### Clock wires, drivers and flops

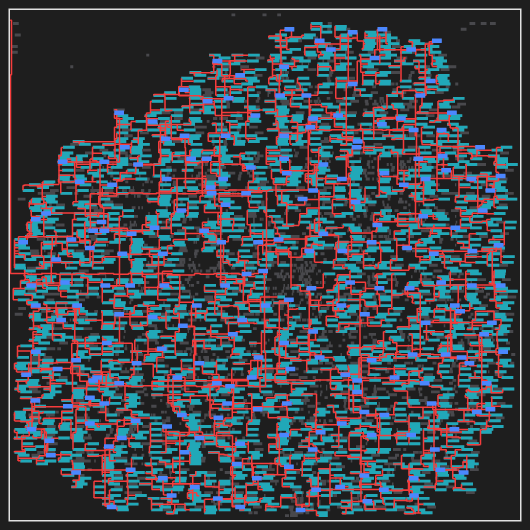
### Where the registers sit

Scale bar: 100 um.
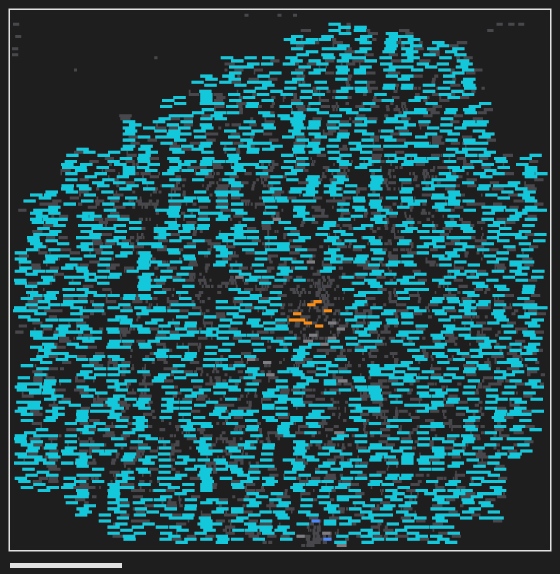
### Routed metal per tile

The die is cut into 24 by 24 equal tiles; dark blue is low, red is high, scaled to the fullest tile. Values are wire area over tile area, all layers added.
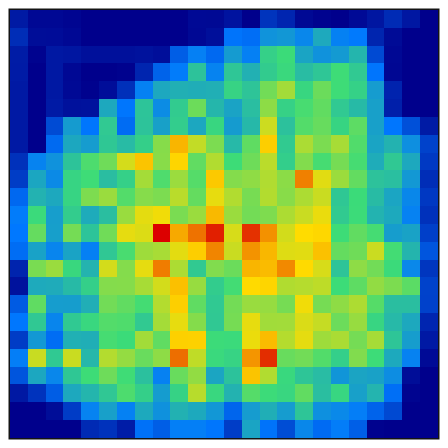
### Cell placement

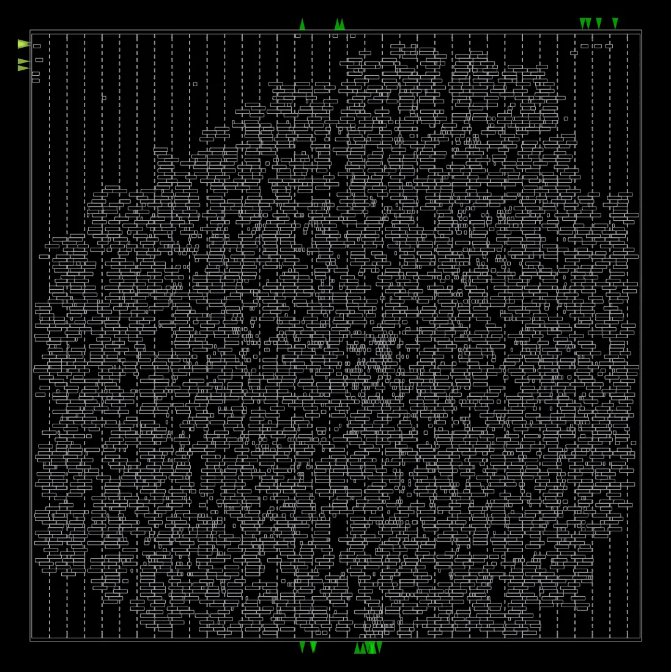
===== src/rtl/spi_ram_pkg.sv =====
// Shared command encodings, widths and control-state type for the SPI RAM.
package spi_ram_pkg;

  localparam int DATA_W = 8;
  localparam int CMD_W  = 2;
  localparam int DIN_W  = CMD_W + DATA_W;

  localparam logic [CMD_W-1:0] CMD_WR_ADDR = 2'b00;
  localparam logic [CMD_W-1:0] CMD_WR_DATA = 2'b01;
  localparam logic [CMD_W-1:0] CMD_RD_ADDR = 2'b10;
  localparam logic [CMD_W-1:0] CMD_RD_DATA = 2'b11;

  // Bit 0 = write address armed, bit 1 = read address armed.
  typedef enum logic [1:0] {
    IDLE     = 2'b00,
    WR_RDY   = 2'b01,
    RD_RDY   = 2'b10,
    BOTH_RDY = 2'b11
  } ctrl_state_e;

endpackage


===== src/rtl/spi_ram_core.sv =====
// Storage array for the SPI RAM: synchronous write port and a registered,
// enabled read port. Only the read register is reset; the array keeps its contents.
module spi_ram_core
  import spi_ram_pkg::*;
#(
  parameter int MEM_DEPTH = 256,
  parameter int ADDR_SIZE = $clog2(MEM_DEPTH)
) (
  input  logic                 clk,
  input  logic                 rst,
  input  logic                 we,
  input  logic [ADDR_SIZE-1:0] waddr,
  input  logic [DATA_W-1:0]    wdata,
  input  logic                 re,
  input  logic [ADDR_SIZE-1:0] raddr,
  output logic [DATA_W-1:0]    rdata
);

  logic [DATA_W-1:0] mem [MEM_DEPTH];
  logic [DATA_W-1:0] rdata_d;
  logic [DATA_W-1:0] rdata_q;

  always_ff @(posedge clk) begin
    if (we) begin
      mem[waddr] <= wdata;
    end
  end

  always_comb begin
    rdata_d = rdata_q;
    if (re) begin
      rdata_d = mem[raddr];
    end
  end

  always_ff @(posedge clk) begin
    if (rst) begin
      rdata_q <= '0;
    end else begin
      rdata_q <= rdata_d;
    end
  end

  assign rdata = rdata_q;

endmodule


===== src/rtl/spi_ram.sv =====
// Command decoder for the RAM behind the SPI slave: address registers, armed
// flags and tx_valid. Define SPI_RAM_AUTOINC_EN to post-increment addresses.
module spi_ram
  import spi_ram_pkg::*;
#(
  parameter int MEM_DEPTH = 256,
  parameter int ADDR_SIZE = $clog2(MEM_DEPTH)
) (
  input  logic              clk,
  input  logic              rst,
  input  logic [DIN_W-1:0]  din,
  input  logic              rx_valid,
  output logic [DATA_W-1:0] dout,
  output logic              tx_valid
);

  logic [CMD_W-1:0]     cmd;
  logic [ADDR_SIZE-1:0] addr_in;
  logic [DATA_W-1:0]    payload;
  logic                 accept;

  ctrl_state_e          state_q, state_d;
  logic [ADDR_SIZE-1:0] wr_addr_q, wr_addr_d;
  logic [ADDR_SIZE-1:0] rd_addr_q, rd_addr_d;
  logic                 tx_valid_q, tx_valid_d;

  logic                 wr_armed, rd_armed;
  logic                 wr_armed_nxt, rd_armed_nxt;
  logic                 mem_we, mem_re;

  assign cmd      = din[DIN_W-1:DATA_W];
  assign payload  = din[DATA_W-1:0];
  assign addr_in  = payload[ADDR_SIZE-1:0];
  // Reset wins over a word arriving on the same edge.
  assign accept   = rx_valid && !rst;
  assign wr_armed = (state_q == WR_RDY) || (state_q == BOTH_RDY);
  assign rd_armed = (state_q == RD_RDY) || (state_q == BOTH_RDY);

  always_comb begin
    wr_armed_nxt = wr_armed;
    rd_armed_nxt = rd_armed;
    wr_addr_d    = wr_addr_q;
    rd_addr_d    = rd_addr_q;
    tx_valid_d   = tx_valid_q;
    mem_we       = 1'b0;
    mem_re       = 1'b0;
    if (accept) begin
      tx_valid_d = 1'b0;
      case (cmd)
        CMD_WR_ADDR: begin
          wr_addr_d    = addr_in;
          wr_armed_nxt = 1'b1;
        end
        CMD_WR_DATA: begin
          if (wr_armed) begin
            mem_we = 1'b1;
`ifdef SPI_RAM_AUTOINC_EN
            wr_addr_d = wr_addr_q + ADDR_SIZE'(1);
`endif
          end
        end
        CMD_RD_ADDR: begin
          rd_addr_d    = addr_in;
          rd_armed_nxt = 1'b1;
        end
        default: begin
          if (rd_armed) begin
            mem_re     = 1'b1;
            tx_valid_d = 1'b1;
`ifdef SPI_RAM_AUTOINC_EN
            rd_addr_d = rd_addr_q + ADDR_SIZE'(1);
`endif
          end
        end
      endcase
    end
    state_d = ctrl_state_e'({rd_armed_nxt, wr_armed_nxt});
  end

  always_ff @(posedge clk) begin
    if (rst) begin
      state_q    <= IDLE;
      wr_addr_q  <= '0;
      rd_addr_q  <= '0;
      tx_valid_q <= 1'b0;
    end else begin
      state_q    <= state_d;
      wr_addr_q  <= wr_addr_d;
      rd_addr_q  <= rd_addr_d;
      tx_valid_q <= tx_valid_d;
    end
  end

  spi_ram_core #(
    .MEM_DEPTH(MEM_DEPTH),
    .ADDR_SIZE(ADDR_SIZE)
  ) u_core (
    .clk  (clk),
    .rst  (rst),
    .we   (mem_we),
    .waddr(wr_addr_q),
    .wdata(payload),
    .re   (mem_re),
    .raddr(rd_addr_q),
    .rdata(dout)
  );

  assign tx_valid = tx_valid_q;

endmodule


===== config.mk =====
export PLATFORM = sky130hd
export DESIGN_NAME = spi_ram
export DESIGN_NICKNAME = d
export VERILOG_FILES = /design/src/rtl/spi_ram_pkg.sv /design/src/rtl/spi_ram_core.sv /design/src/rtl/spi_ram.sv
export SDC_FILE = /design/constraint.sdc
export NUM_CORES = 2
export LEC_CHECK = 0
export ABC_CLOCK_PERIOD_IN_PS = 6200
export CORE_UTILIZATION = 35
export DETAILED_ROUTE_END_ITERATION = 8
export PLACE_DENSITY_LB_ADDON = 0.1
export SLEW_MARGIN = 20
export SYNTH_ARGS = -nofsm -noshare
export SYNTH_HDL_FRONTEND = slang
export SYNTH_SLANG_ARGS = --single-unit

===== constraint.sdc =====
create_clock -name clk -period 6.2 [get_ports clk]
set_clock_uncertainty 0.05 [all_clocks]
set_input_delay 1.24 -clock clk [delete_from_list [all_inputs] [get_ports clk]]
set_output_delay 1.24 -clock clk [all_outputs]
set_load 0.02 [all_outputs]

==> results_slide.txt <==
Flow Results at a Glance

Status
  – Status: finished clean

Power and ir drop
  – Combinational fraction of design power: 2.5%
  – Total Power: approximately 29 mW
  – Top power group: registers
  – P_sw: between 6 and 7 mW
  – Pwr/cell area: 316 nW/um2
  – Worst IR Drop VDD: 0.000293 V
  – Switching Share: a little over a fifth
  – Int Pwr: about 23 mW
  – Pleak: ~27 nW
  – Sequential Power Share: a little over half
  – Comb pwr: ~0.7 mW

Clock network
  – Post-CTS setup repair buffer count: 0
  – Clk root buf: clkbuf_16
  – CTS tree: yes
  – H-tree levels: 4
  – Reg clk slew, reported paths: about 0.060 ns
  – # hold bufs at CTS: 0
  – Num Clock Sinks: between 2000 and 2500
  – Post-cts sizing count: 0
  – CTS buffer count: approximately 220
  – Maximum buffer depth of the clock tree: 3

Logic synthesis
  – Count leader, synth: edfxtp_1
  – Mux share: 14.8%
  – Post-synth top cells: edfxtp_1 (2048), mux4_2 (407), nor2_1 (301), mux2i_1 (268), nand2_1 (145)
  – Synthesized area: between 80000 and 90000 um2
  – Synthesized flop and latch total: just over 2000
  – Xor/xnor share: 0%
  – Syn Inst Count: 3964
  – And-or/or-and share of the synthesized area: under 10%
  – Top logic family: multiplexers
  – Area leader, netlist: edfxtp_1
  – Unique cell types: 57
  – Dominant cell area share: 76.3%
  – Syn Nets: roughly 4000
  – Post-synth ARST share: 0%
  – Adder-cell share of the synthesized area: 0%
  – Area reported by Yosys stat: just over 80000 um2
  – Top area cell types: edfxtp_1 (76%), mux4_2 (11%), mux2i_1 (3.3%)
  – Ys cells: roughly 4000
  – YS warnings: 0
  – Mean Syn Cell Area: 20.3 um2
  – Simple-Gate Fraction of Synth Area: 3.17%
  – EDFF count, synth: 2048
  – Post-synth top flop: edfxtp_1
  – Post-synth seq share: between 70% and 80%

Final timing
  – Setup TNS: 0 ns
  – Slew Limit Fails: 0
  – Slew of the pin with the lowest slew margin: 1.17 ns
  – Worst slew margin: approximately 20%
  – Final worst path period share: about two thirds
  – Max Freq: 0.237 GHz
  – Worst hold slack: roughly 0.43 ns
  – Crit path time final: about 4.2 ns
  – Final setup vio count: 0
  – Hold Fails Final Rpt: 0
  – Final worst slack: slightly below 2 ns
  – Unrepaired setup endpoints after global routing: no

Routing
  – WL/cell: 33.2 um
  – Final ANT Viol Nets: 0
  – Residual DRC: 0
  – TritonRoute pass-1 iters: 6
  – 1st-iter DRT viols: ~4000
  – Vias: between 40000 and 50000
  – DR vias/cell: ~5.5

Placement
  – DP Cell Count: 6955
  – Final HPWL DP: 153000 um
  – DP Worst Slack: 1.09 ns
  – RD Place Congestion: between 0.8 and 0.9
  – Dpl cell area: ~85000 um2
  – Buffers on Ports: 21

Finish
  – Flop count: 2075
  – Clkbuf count: 257
  – Fraction of area in multi-input gates: between 10% and 20%
  – Buffering overhead: 2.15%
  – Non-CTS buffers: 213
  – Final nets: 4178
  – Inverters: 4
  – Largest class: registers
  – Share of layout cells above drive strength 1: 22.0%
  – Comb gates: 1654
  – Top cells excl fill/tap: edfxtp_1 (2048), mux4_2 (407), nor2_1 (299)
  – Post-route cell area: between 90000 and 100000 um2
  – Most numerous logic cell after layout: edfxtp_1
  – Flop share of the area: 67.4%
  – Area grow syn2layout: 14.1%
  – Logic area: between 15000 and 20000 um2
  – Antenna fix cells: 7
  – Clock network share of area: between 7 and 8%

Floorplan
  – Fp util: between 30% and 40%
  – Core region area: around 230000 um2
  – Row Count: 175
  – Die X: roughly 480 um
  – Die ar.: 232000 um2
  – DIE HEIGHT: a little under 500 um
  – I/O pin count: 22

Setup path
  – Crit path required time: between 6 and 7 ns
  – Crit path kind: in -> reg
  – Worst-path fanout max: 12
  – CP Launch Type: primary input
  – Cell Chain, Critical Path: clkdlybuf4s50_1 -> nor2_1 -> nand4_1 -> nor3b_1 -> nand3_2 -> buf_4 -> nor2_1
  – CP dominant cell by count: nor2_1
  – Buf/Inv on CP: 2
  – Crit. End Element: flop
  – CP peak stage delay: between 0.6 and 0.7 ns
  – Crit path max-delay family: simple AND/OR/NAND/NOR gates
  – CP Data Arrival Time: between 4 and 5 ns
  – CP max-delay cell: nand3_2

Global routing
  – M1 GR Usage: 29.7%
  – Met3 Usage GRT: approximately 3.1%
  – Grt peak-use layer: met2
  – Antenna violations before repair: 11
  – Met2 Resource Use GR: 34.5%
  – Total grt overflow: 0
  – First-pass GRT wire length: 342000 um
  – Largest net degree at the start of global routing: about 150
  – Vias in the first global route: 41200

Hold path
  – Tightest Hold Check Type: reg -> reg

Job
  – Max-cap viol count: 0
  – Tool warning count: about 48
About 'Clock wires, drivers and flops':
- cyan: flip-flops (count 2075)
- blue: clock drivers (count 217)
- red: clock wires (length 26.1 mm)
- routed clock nets: 218
Clock power frac: 44.5%
Power Clock: 12.9 mW
Latency at later pin: 0.88 ns

About 'Where the registers sit':
- orange: `wr_addr_q` (sequential cells 8; where centre)
- cyan: `u_core.mem` (sequential cells 2048; where spread over the die)
- blue: `state_q` (sequential cells 2)
- not coloured: 17
sequential standard cell area: 62100 um2
total sequential power: 15.4 mW
Core Util, Final: 40.3%

About 'Routed metal per tile':
- tiles over half the peak: 37%
- densest ninth of the die: centre
- emptiest ninth of the die: north-west
- nearly empty tiles: 11%
- fullest tile: 0.42
Tot GR Track Use: 21.1%
Routed WL: 245000 um

About 'Cell placement':
fill count: 20300
Tap Count: 3009
final non-filler cell total: 7367

## flip-flops by register name, summed over array words and instances (netlist names)
| register | cells |
|---|---|
| u_core.rdata | 8 |
| wr_addr_q | 8 |
| tx_valid | 1 |
| state_q | 2 |
| rd_addr_q | 8 |
| u_core.mem | 2048 |
## final timing paths
| check | start | end | slack, ns | depth (start not counted) |
|---|---|---|---|---|
| worst min-delay path | state_q[0] | state_q[0] | 0.43 | 2 |
| worst min register to register | state_q[0] | state_q[0] | 0.43 | 2 |
| worst max register to register | rd_addr_q[4] | u_core.rdata[7] | 2.01 | 8 |
| worst max-delay path | din[9] | u_core.mem[142][1] | 1.98 | 7 |
## per-layer routing
metal	vias up	part of all wire, %	routed length [um]
li1	16900	-	-
met2	1202	49	119000
met1	22000	45	109000
met4	0	2.2	5270
met5	-	0	0
met3	250	4.7	11500
Power is estimated from default activity; no workload was simulated.
